$ cat src/rtl/imem_arb_if.sv
// Bus bundle between the instruction-memory arbiter, the CPU fetch port,
// the program loader and the single-port instruction BRAM.
interface imem_arb_if;
  // CPU fetch port
  logic        f_req;
  logic [31:0] f_addr;
  logic        f_gnt;
  logic        f_rvalid;
  logic [31:0] f_rdata;
  // program loader port
  logic        l_req;
  logic [31:0] l_addr;
  logic [31:0] l_wdata;
  logic        l_gnt;
  logic        l_done;
  // status
  logic        running;
  logic        err;
  logic [15:0] load_cnt;
  // BRAM side, word-indexed
  logic        m_en;
  logic        m_we;
  logic [14:0] m_addr;
  logic [31:0] m_wdata;
  logic [31:0] m_rdata;

  // Arbiter side
  modport slave (
    input  f_req, f_addr, l_req, l_addr, l_wdata, l_done, m_rdata,
    output f_gnt, f_rvalid, f_rdata, l_gnt, running, err, load_cnt,
           m_en, m_we, m_addr, m_wdata
  );

  // Requesters and memory side
  modport master (
    output f_req, f_addr, l_req, l_addr, l_wdata, l_done, m_rdata,
    input  f_gnt, f_rvalid, f_rdata, l_gnt, running, err, load_cnt,
           m_en, m_we, m_addr, m_wdata
  );
endinterface

$ cat src/rtl/imem_arb.sv
// Arbitrates a single-port instruction BRAM between the program loader
// (priority) and CPU fetch, with an anti-starvation override in RUN.
module imem_arb #(
  parameter int MAX_WAIT = 8
) (
  input  logic         clk,
  input  logic         rst,
  imem_arb_if.slave    bus
);

  localparam int WAIT_W = $clog2(MAX_WAIT + 1);
  localparam logic [WAIT_W-1:0] WAIT_MAX = WAIT_W'(MAX_WAIT);

  typedef enum logic {
    BOOT = 1'b0,
    RUN  = 1'b1
  } state_t;

  state_t              state_q, state_d;
  logic [WAIT_W-1:0]   wait_q, wait_d;
  logic                err_q, err_d;
  logic [15:0]         load_cnt_q, load_cnt_d;
  logic                rvalid_q, rvalid_d;
  logic                f_oor_q, f_oor_d;

  logic                f_oor;
  logic                l_oor;
  logic                force_fetch;
  logic                f_gnt;
  logic                l_gnt;

  // Byte-lane bits carry no meaning for a word-wide memory.
  logic                unused_lane_bits;
  assign unused_lane_bits = ^{bus.f_addr[1:0], bus.l_addr[1:0]};

  assign f_oor = |bus.f_addr[31:17];
  assign l_oor = |bus.l_addr[31:17];

  // Fetch overtakes the loader only after MAX_WAIT consecutive denials.
  assign force_fetch = (state_q == RUN) && bus.f_req && (wait_q == WAIT_MAX);

  always_comb begin
    l_gnt = 1'b0;
    f_gnt = 1'b0;
    if (!rst) begin
      l_gnt = bus.l_req && !force_fetch;
      f_gnt = (state_q == RUN) && bus.f_req && !l_gnt;
    end
  end

  assign bus.f_gnt = f_gnt;
  assign bus.l_gnt = l_gnt;

  always_comb begin
    bus.m_en    = 1'b0;
    bus.m_we    = 1'b0;
    bus.m_addr  = '0;
    bus.m_wdata = '0;
    if (l_gnt) begin
      bus.m_en    = !l_oor;
      bus.m_we    = !l_oor;
      bus.m_addr  = bus.l_addr[16:2];
      bus.m_wdata = bus.l_wdata;
    end else if (f_gnt) begin
      bus.m_en    = !f_oor;
      bus.m_addr  = bus.f_addr[16:2];
    end
  end

  always_comb begin
    state_d    = state_q;
    wait_d     = '0;
    err_d      = err_q;
    load_cnt_d = load_cnt_q;
    rvalid_d   = f_gnt;
    f_oor_d    = f_gnt && f_oor;

    if (state_q == BOOT && bus.l_done) begin
      state_d = RUN;
    end

    if (state_q == RUN && bus.f_req && !f_gnt) begin
      wait_d = (wait_q == WAIT_MAX) ? wait_q : wait_q + 1'b1;
    end

    if ((l_gnt && l_oor) || (f_gnt && f_oor)) begin
      err_d = 1'b1;
    end

    if (l_gnt && !l_oor && load_cnt_q != 16'hFFFF) begin
      load_cnt_d = load_cnt_q + 16'd1;
    end
  end

  always_ff @(posedge clk) begin
    if (rst) begin
      state_q    <= BOOT;
      wait_q     <= '0;
      err_q      <= 1'b0;
      load_cnt_q <= '0;
      rvalid_q   <= 1'b0;
      f_oor_q    <= 1'b0;
    end else begin
      state_q    <= state_d;
      wait_q     <= wait_d;
      err_q      <= err_d;
      load_cnt_q <= load_cnt_d;
      rvalid_q   <= rvalid_d;
      f_oor_q    <= f_oor_d;
    end
  end

  assign bus.running  = (state_q == RUN);
  assign bus.err      = err_q;
  assign bus.load_cnt = load_cnt_q;
  assign bus.f_rvalid = rvalid_q;
  // Out-of-range fetches and idle cycles read back as all-ones.
  assign bus.f_rdata  = (rvalid_q && !f_oor_q) ? bus.m_rdata : 32'hFFFF_FFFF;

endmodule

$ cat src/flat_wrapper.sv
// flat-port wrapper written by rule: the top's interface ports become plain ports
module imem_arb_flat 
#(
  parameter int MAX_WAIT = 8
)
  (clk, rst, bus_f_req, bus_f_addr, bus_l_req, bus_l_addr, bus_l_wdata, bus_l_done, bus_m_rdata, bus_f_gnt, bus_f_rvalid, bus_f_rdata, bus_l_gnt, bus_running, bus_err, bus_load_cnt, bus_m_en, bus_m_we, bus_m_addr, bus_m_wdata);
  imem_arb_if bus_i ();
  input  logic clk;
  input  logic rst;
  input wire logic [$bits(bus_i.f_req)-1:0] bus_f_req;
  input wire logic [$bits(bus_i.f_addr)-1:0] bus_f_addr;
  input wire logic [$bits(bus_i.l_req)-1:0] bus_l_req;
  input wire logic [$bits(bus_i.l_addr)-1:0] bus_l_addr;
  input wire logic [$bits(bus_i.l_wdata)-1:0] bus_l_wdata;
  input wire logic [$bits(bus_i.l_done)-1:0] bus_l_done;
  input wire logic [$bits(bus_i.m_rdata)-1:0] bus_m_rdata;
  output wire logic [$bits(bus_i.f_gnt)-1:0] bus_f_gnt;
  output wire logic [$bits(bus_i.f_rvalid)-1:0] bus_f_rvalid;
  output wire logic [$bits(bus_i.f_rdata)-1:0] bus_f_rdata;
  output wire logic [$bits(bus_i.l_gnt)-1:0] bus_l_gnt;
  output wire logic [$bits(bus_i.running)-1:0] bus_running;
  output wire logic [$bits(bus_i.err)-1:0] bus_err;
  output wire logic [$bits(bus_i.load_cnt)-1:0] bus_load_cnt;
  output wire logic [$bits(bus_i.m_en)-1:0] bus_m_en;
  output wire logic [$bits(bus_i.m_we)-1:0] bus_m_we;
  output wire logic [$bits(bus_i.m_addr)-1:0] bus_m_addr;
  output wire logic [$bits(bus_i.m_wdata)-1:0] bus_m_wdata;
  assign bus_i.f_req = bus_f_req;
  assign bus_i.f_addr = bus_f_addr;
  assign bus_i.l_req = bus_l_req;
  assign bus_i.l_addr = bus_l_addr;
  assign bus_i.l_wdata = bus_l_wdata;
  assign bus_i.l_done = bus_l_done;
  assign bus_i.m_rdata = bus_m_rdata;
  assign bus_f_gnt = bus_i.f_gnt;
  assign bus_f_rvalid = bus_i.f_rvalid;
  assign bus_f_rdata = bus_i.f_rdata;
  assign bus_l_gnt = bus_i.l_gnt;
  assign bus_running = bus_i.running;
  assign bus_err = bus_i.err;
  assign bus_load_cnt = bus_i.load_cnt;
  assign bus_m_en = bus_i.m_en;
  assign bus_m_we = bus_i.m_we;
  assign bus_m_addr = bus_i.m_addr;
  assign bus_m_wdata = bus_i.m_wdata;
  imem_arb #(.MAX_WAIT(MAX_WAIT)) u_core (.clk(clk), .rst(rst), .bus(bus_i));
endmodule
$ cat config.mk
export PLATFORM = sky130hd
export DESIGN_NAME = imem_arb_flat
export DESIGN_NICKNAME = d
export VERILOG_FILES = /design/src/rtl/imem_arb_if.sv /design/src/rtl/imem_arb.sv /design/src/flat_wrapper.sv
export SDC_FILE = /design/constraint.sdc
export NUM_CORES = 1
export LEC_CHECK = 0
export CORE_AREA = 2 2 101 79
export DETAILED_ROUTE_END_ITERATION = 8
export DIE_AREA = 0 0 103 81
export PLACE_DENSITY = 0.83
export SYNTH_ARGS = -nofsm -noshare
export SYNTH_HDL_FRONTEND = slang
export SYNTH_SLANG_ARGS = --single-unit
export TNS_END_PERCENT = 50
$ cat constraint.sdc
create_clock -name clk -period 3.2 [get_ports clk]
set_input_delay 0.64 -clock clk [delete_from_list [all_inputs] [get_ports clk]]
set_output_delay 0.64 -clock clk [all_outputs]
set_load 0.05 [all_outputs]
==> out/results.ini, run 1 <==
[place]
place_ws_ps = 262
dpl.hpwl_um = 8990
dp_cells = 571
port_buffers = 230

[timing]
period_used_pct = 92.5
fin_tns_setup_ps = 0
finClkSkew_ps = 1.93
rsz0062_at_grt = no
fmax_mhz = 338
worst_slack_ps = 241
tightestPinTransition_ps = 687
finalMaxSlewViolations = 0
slew_headroom_pct = 53.9
hold_ws_ps = 515

[clocking]
cts_buffers = 3
cts_sinks = 24
cts_root_buf = clkbuf_8
cts.path.max_buffers = 2
hold_buffers = 0
cts_max_level = 1
cts.reportedPaths.clkPinSlew_ps = 90
tritoncts = built

[synth]
aoi_share_pct = 15.2
async_reset_ff_share_pct = 0
area_leaders = dfxtp_1 26%, and2_1 12%, nand2b_1 11%, a22o_1 7.0%, nor4_4 3.4%
ys_types = 40
synth_nets = 378
ys.flops = 24
synth.most_common_cell = and2_1
top_area_cell = dfxtp_1
synthTopLogicFamily = simple AND/OR/NAND/NOR gates
yosys_cells = 242
ys_top_cells_by_count = 35 x and2_1, 33 x nand2b_1, 24 x dfxtp_1
syn_area_mm2 = 0.00186
yosys_most_used_dff = dfxtp_1
synth-xor-area-share_pct = 2.82
synthMuxAreaShare_pct = 1.14
synthCells = 242
simple_gate_area_share_pct = 48.5
ys_seq_share_pct = 25.8
edf_count = 0
yosysWarningCount = 0

[finish]
comb_cells = 196
inverters = 10
clkbuf_count = 3
comb_share_pct = 26.8
largest_register_ffs = 16
seq_cells = 24
nNetsFinal = 607
fin_util_pct = 65.5
logic_area_mm2 = 0.00132
drive_gt1_share_pct = 16.0
largest_class = non-clock buffers
seq_share_pct = 9.78
fin_cells = 576
clk_share_pct = 1.45
seq_area_um2 = 480
antenna_cells = 1

[drt]
viasPerCell = 4.67
drc_errors = 0
routed.top_layer = met4
dr.pass1.iters = 4
met1Wirelength_um = 3410
ant_nets = 0
met2_length_um = 5870
route.met3.wl_um = 780

[job]
warning_count = 31
drv_cap = 0

[grt]
grt_start_max_net_pins = 51
grt_pass1_wl_um = 13900
groute.layer.met1.usage_pct = 21.9
grt_busiest_layer = met2
grt_pass1_vias = 2590
grt_overflow = 0
grt_antenna_before_repair = 0

[status]
status = finished clean

[power]
power_density_mw_per_mm2 = 217
total_power_mw = 1.07
ir_drop_uv = 174

[worst_setup_path]
end_kind = primary output
crit_required_ps = 2560
crit_arrival_ps = 2320
startpoint_type = input pin

[die]
core_mm2 = 0.00750
io_pins = 235
rows = 28
nWellTaps = 105
chip_area_mm2 = 0.00834
fp_util_pct = 24.9

[min_path]
min_path_type = reg2reg

==> run 1: worst max-delay path, cell delays in order <==
cell and delay (ps):
clkdlybuf4s50_1 470, nand2_1 110, o21ai_1 280, inv_1 120
buf_12 190, a22o_1 310, buf_12 170
==> run 1: power breakdown <==
group | leakage (nW) | switching (mW) | internal, mW
logic | 1.54 | 0.214 | 0.278
registers | 0.194 | 0.00220 | 0.301
clock network | 0.0357 | 0.103 | 0.167
==> run 1: worst paths after layout <==
path / from / cells past startpoint / endpoint / slack [ps]
hold reg to reg: u_core.bus.load_cnt[10] / 2 / u_core.bus.load_cnt[10] / 520
setup reg to reg: u_core.wait_q[0] / 8 / u_core.bus.load_cnt[13] / 730
hold / removal: u_core.bus.load_cnt[10] / 2 / u_core.bus.load_cnt[10] / 520
setup / recovery: bus_f_req / 7 / bus_m_addr[14] / 240
==> run 1: cells in the final DEF, fill, tap and decap left out, types with 2 or more instances in the layout <==
| cell | n |
|---|---|
| a211oi_1 | 2 |
| or4_1 | 2 |
| a21o_1 | 2 |
| nor3_1 | 6 |
| dfxtp_1 | 24 |
| nor4_1 | 6 |
| ha_1 | 3 |
| buf_12 | 52 |
| xor2_1 | 2 |
| and4_2 | 2 |
| a22o_1 | 15 |
| clkdlybuf4s50_1 | 179 |
| nand2_1 | 11 |
| or3_1 | 5 |
| nand2b_1 | 33 |
| nor4_4 | 3 |
| xnor2_1 | 4 |
| o21ai_0 | 6 |
| nor2_1 | 14 |
| a21oi_1 | 10 |
| and2_1 | 35 |
| nand4_1 | 7 |
| clkbuf_8 | 3 |
| buf_4 | 5 |
| nand3_1 | 10 |
| inv_1 | 10 |
Fig. 1: run 1, clock network drawn from the DEF
Scale bar: 20 um.
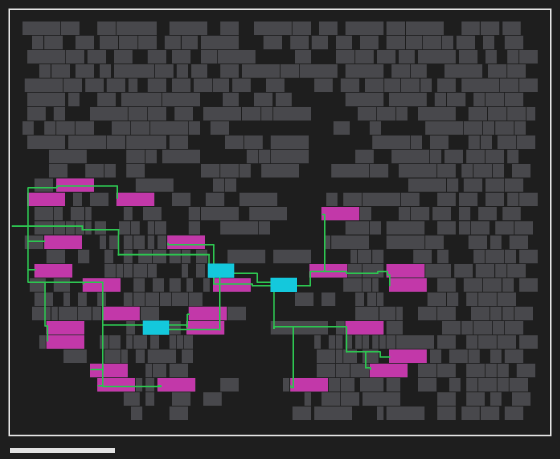
Key: magenta = flip-flops [count 24]; green = clock wires [length 328 um]; cyan = cells driving clock nets [count 3]
There are 4 routed clock nets.
Clock group: 0.270 mW
clk latency late pin: 270 ps

Fig. 2: run 1, congestion heat map
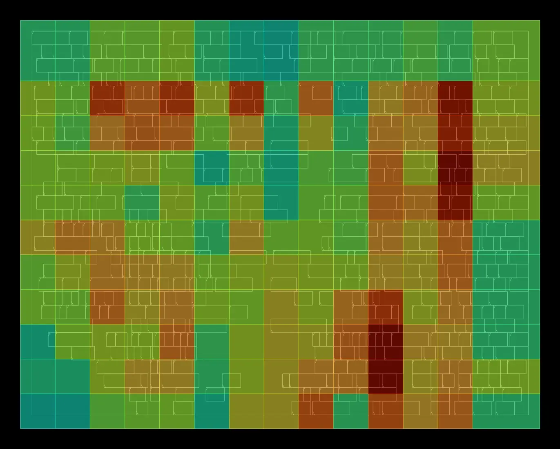
met3 Track Usage GR: 5.51%
wire per inst: 18.0 um
met2 Resource Use GR: 44.7%

Fig. 3: run 1, wiring by layer
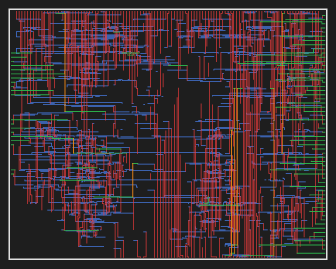
Key: green = met3 [wire length 781 um]; orange = met4 [wire length 293 um]; blue = met1 [wire length 3410 um]; red = met2 [wire length 5870 um]
GRT Total Usage: 22.2%
via count: 2690
DRT Wirelength: 10400 um

Fig. 4: run 1, metal 2
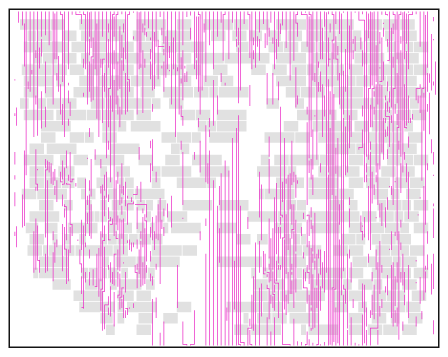
The layer holds 57% of the routed length. The layer carries 5870 um of wire. The longest straight run is 67.7 um. 539 nets have wire on it. The wires run mostly vertical.

==> run 2: changes to the inputs <==
--- a/config.mk
+++ b/config.mk
@@ -5,10 +5,11 @@
 export SDC_FILE = /design/constraint.sdc
 export NUM_CORES = 1
 export LEC_CHECK = 0
-export CORE_AREA = 2 2 101 79
+export CORE_AREA = 2 2 92 94
+export CTS_BUF_LIST = sky130_fd_sc_hd__clkbuf_2
 export DETAILED_ROUTE_END_ITERATION = 8
-export DIE_AREA = 0 0 103 81
-export PLACE_DENSITY = 0.83
+export DIE_AREA = 0 0 94 96
+export PLACE_DENSITY = 0.77
 export SYNTH_ARGS = -nofsm -noshare
 export SYNTH_HDL_FRONTEND = slang
 export SYNTH_SLANG_ARGS = --single-unit
==> run 2 against run 1 <==
Against the previous run:
- via count down 1.6%
- core utilization is 5.0 points lower
- cell count rose by 0.87%
- maximum frequency shrank 1.8%
- largest power group unchanged
==> out/results.ini, run 2 <==
[die]
core_mm2 = 0.00805
fp_util_pct = 23.2
rows = 33
chip_area_mm2 = 0.00902
io_pins = 235

[drt]
drc_errors = 0
viasPerCell = 4.55
ant_nets = 0
dr.pass1.iters = 4

[synth]
ys.flops = 24
syn_area_mm2 = 0.00186
yosys_most_used_dff = dfxtp_1
synthCells = 242
async_reset_ff_share_pct = 0
ys_types = 40
top_area_cell = dfxtp_1
ys_top_cells_by_count = 35 x and2_1, 33 x nand2b_1, 24 x dfxtp_1
edf_count = 0
ys_seq_share_pct = 25.8
synth.most_common_cell = and2_1
synth_nets = 378
area_leaders = dfxtp_1 26%, and2_1 12%, nand2b_1 11%, a22o_1 7.0%, nor4_4 3.4%
yosysWarningCount = 0

[finish]
nNetsFinal = 608
most-common-layout-cells = 179 x clkdlybuf4s50_1, 52 x buf_12, 35 x and2_1
largest_register_ffs = 16
fin_cells = 581
fin_util_pct = 60.5
seq_area_um2 = 480

[power]
ir_drop_uv = 138
power_density_mw_per_mm2 = 188
total_power_mw = 0.918

[min_path]
hp-start = u_core.wait_q[1]
hold_path_end = u_core.wait_q[1]
hold_depth = 2
min_path_type = reg2reg

[worst_setup_path]
startpoint_type = flop
r2r-start = u_core.wait_q[0]
critPathMostFrequentCell = buf_4
critical_path_buf_inv_count = 4
crit_chain = inv_1, ha_1, and3b_1, a21boi_0, buf_4, nor3_2, buf_4, a22o_1, buf_12
crit_arrival_ps = 2370
reg2reg_to = u_core.bus.load_cnt[15]
crit_required_ps = 2560
slowest_delay_ps = 430
end_kind = primary output
r2r_cells = 8
crit_family = buffers and inverters

[timing]
fmax_mhz = 332
finClkSkew_ps = 22.2
rsz0062_at_grt = no
fin_tns_setup_ps = 0
hold_ws_ps = 523
period_used_pct = 94.1
finalMaxSlewViolations = 0
tightestPinTransition_ps = 632

[grt]
grt_start_max_net_pins = 51
grt_antenna_before_repair = 8
grt_pass1_vias = 2550

[clocking]
cts.reportedPaths.clkPinSlew_ps = 250
cts_max_level = 1
tritoncts = built
cts_sinks = 24
cts_root_buf = clkbuf_2

[place]
dpl.hpwl_um = 8920
port_buffers = 230
dp_cells = 572

[status]
status = finished clean

[job]
drv_cap = 0

==> run 2: cell counts after synthesis <==
No cell type changed its count.
==> run 2: final cells by class <==
type	count	area share, %
Antenna cell	5	0.257
Clock buffer	3	0.308
Clock inverter	1	0.0770
Inverter	10	0.770
Multi-Input combinational cell	196	27.0
Sequential cell	24	9.86
Tap cell	105	2.70
Timing Repair Buffer	237	59.1
==> run 2: cell families (layout without fill, tap and decap cells) <==
logic type,after synthesis,after routing,synth area share [%]
adder cells (fa/ha/maj),3,3,2.01
buffers and inverters,22,251,4.50
multiplexers,2,2,1.14
AND-OR/OR-AND,41,41,15.2
XOR/XNOR,6,6,2.82
flip-flops,24,24,25.8
AND/OR/NAND/NOR,144,144,48.5
other,0,5,0
==> run 2: worst max-delay path by stage <==
stage | from | end | slack [ps]
finish | u_core.wait_q[0] | bus_m_addr[8] | 190
global route | u_core.wait_q[0] | bus_m_en | 50
CTS | u_core.wait_q[0] | bus_m_addr[8] | 170
detailed placement | bus_l_addr[19] | u_core.bus.load_cnt[15] | 270
global placement | bus_l_addr[23] | u_core.bus.load_cnt[15] | 330
floorplan | u_core.bus.running | bus_m_en | 80
==> run 2: tightest hold or removal path: cells and delay by family, from the launching register on <==
family / cells / cell delay [ps]
DFF: 1 / 400
and+or+nand+nor: 1 / 60
AOI/OAI and AO/OA: 1 / 60
==> run 2: metal layers <==
metal	vias to the layer above	track usage, %	wire, um
met3	10	16.0	1680
met5	-	0	51
met2	137	36.1	5050
met1	1182	20.5	3500
li1	1309	-	-
met4	8	1.33	34
==> run 2: report_power, final <==
group,switching [mW],internal [mW],leakage [nW],total (mW)
registers,0.00205,0.303,0.194,0.305
logic,0.212,0.278,1.54,0.491
clock network,0.0959,0.0271,0.0141,0.123
total,0.310,0.608,1.75,0.918
Fig. 5: run 2, signal wires on met3
Scale bar: 20 um.
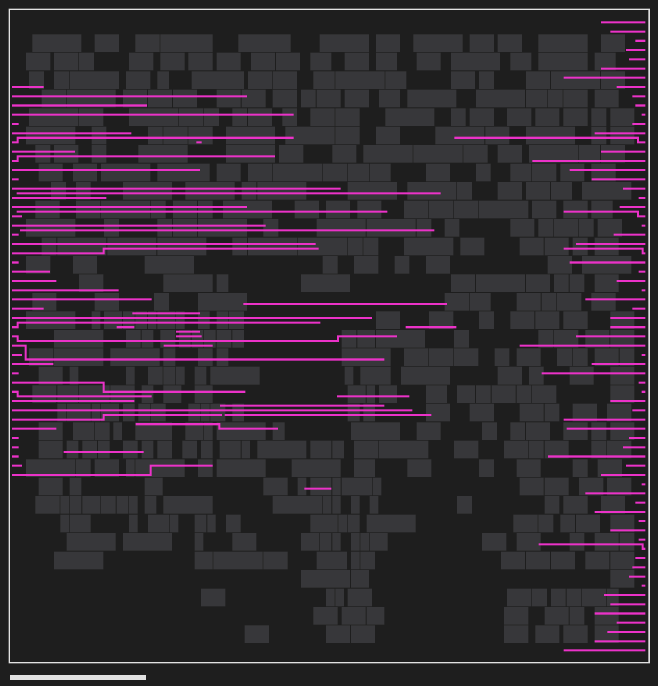
The layer carries 1680 um of wire. The layer holds 16% of the routed length.
DRT Wirelength: 10300 um
via count: 2646
met3 Track Usage GR: 16.0%

Fig. 6: run 2, wiring by layer
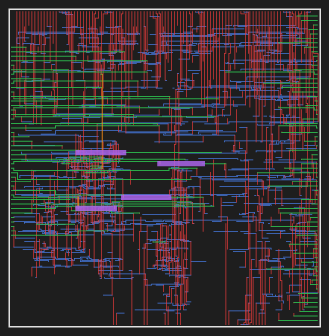
Key: red = met2 [wire length 5050 um]; orange = met4 [wire length 34.7 um]; blue = met1 [wire length 3500 um]; purple = met5 [wire length 51.5 um]; green = met3 [wire length 1680 um]
GRT Total Usage: 20.7%
wire per inst: 17.8 um

No activity file was given, so power comes from the tool's default toggle rates.
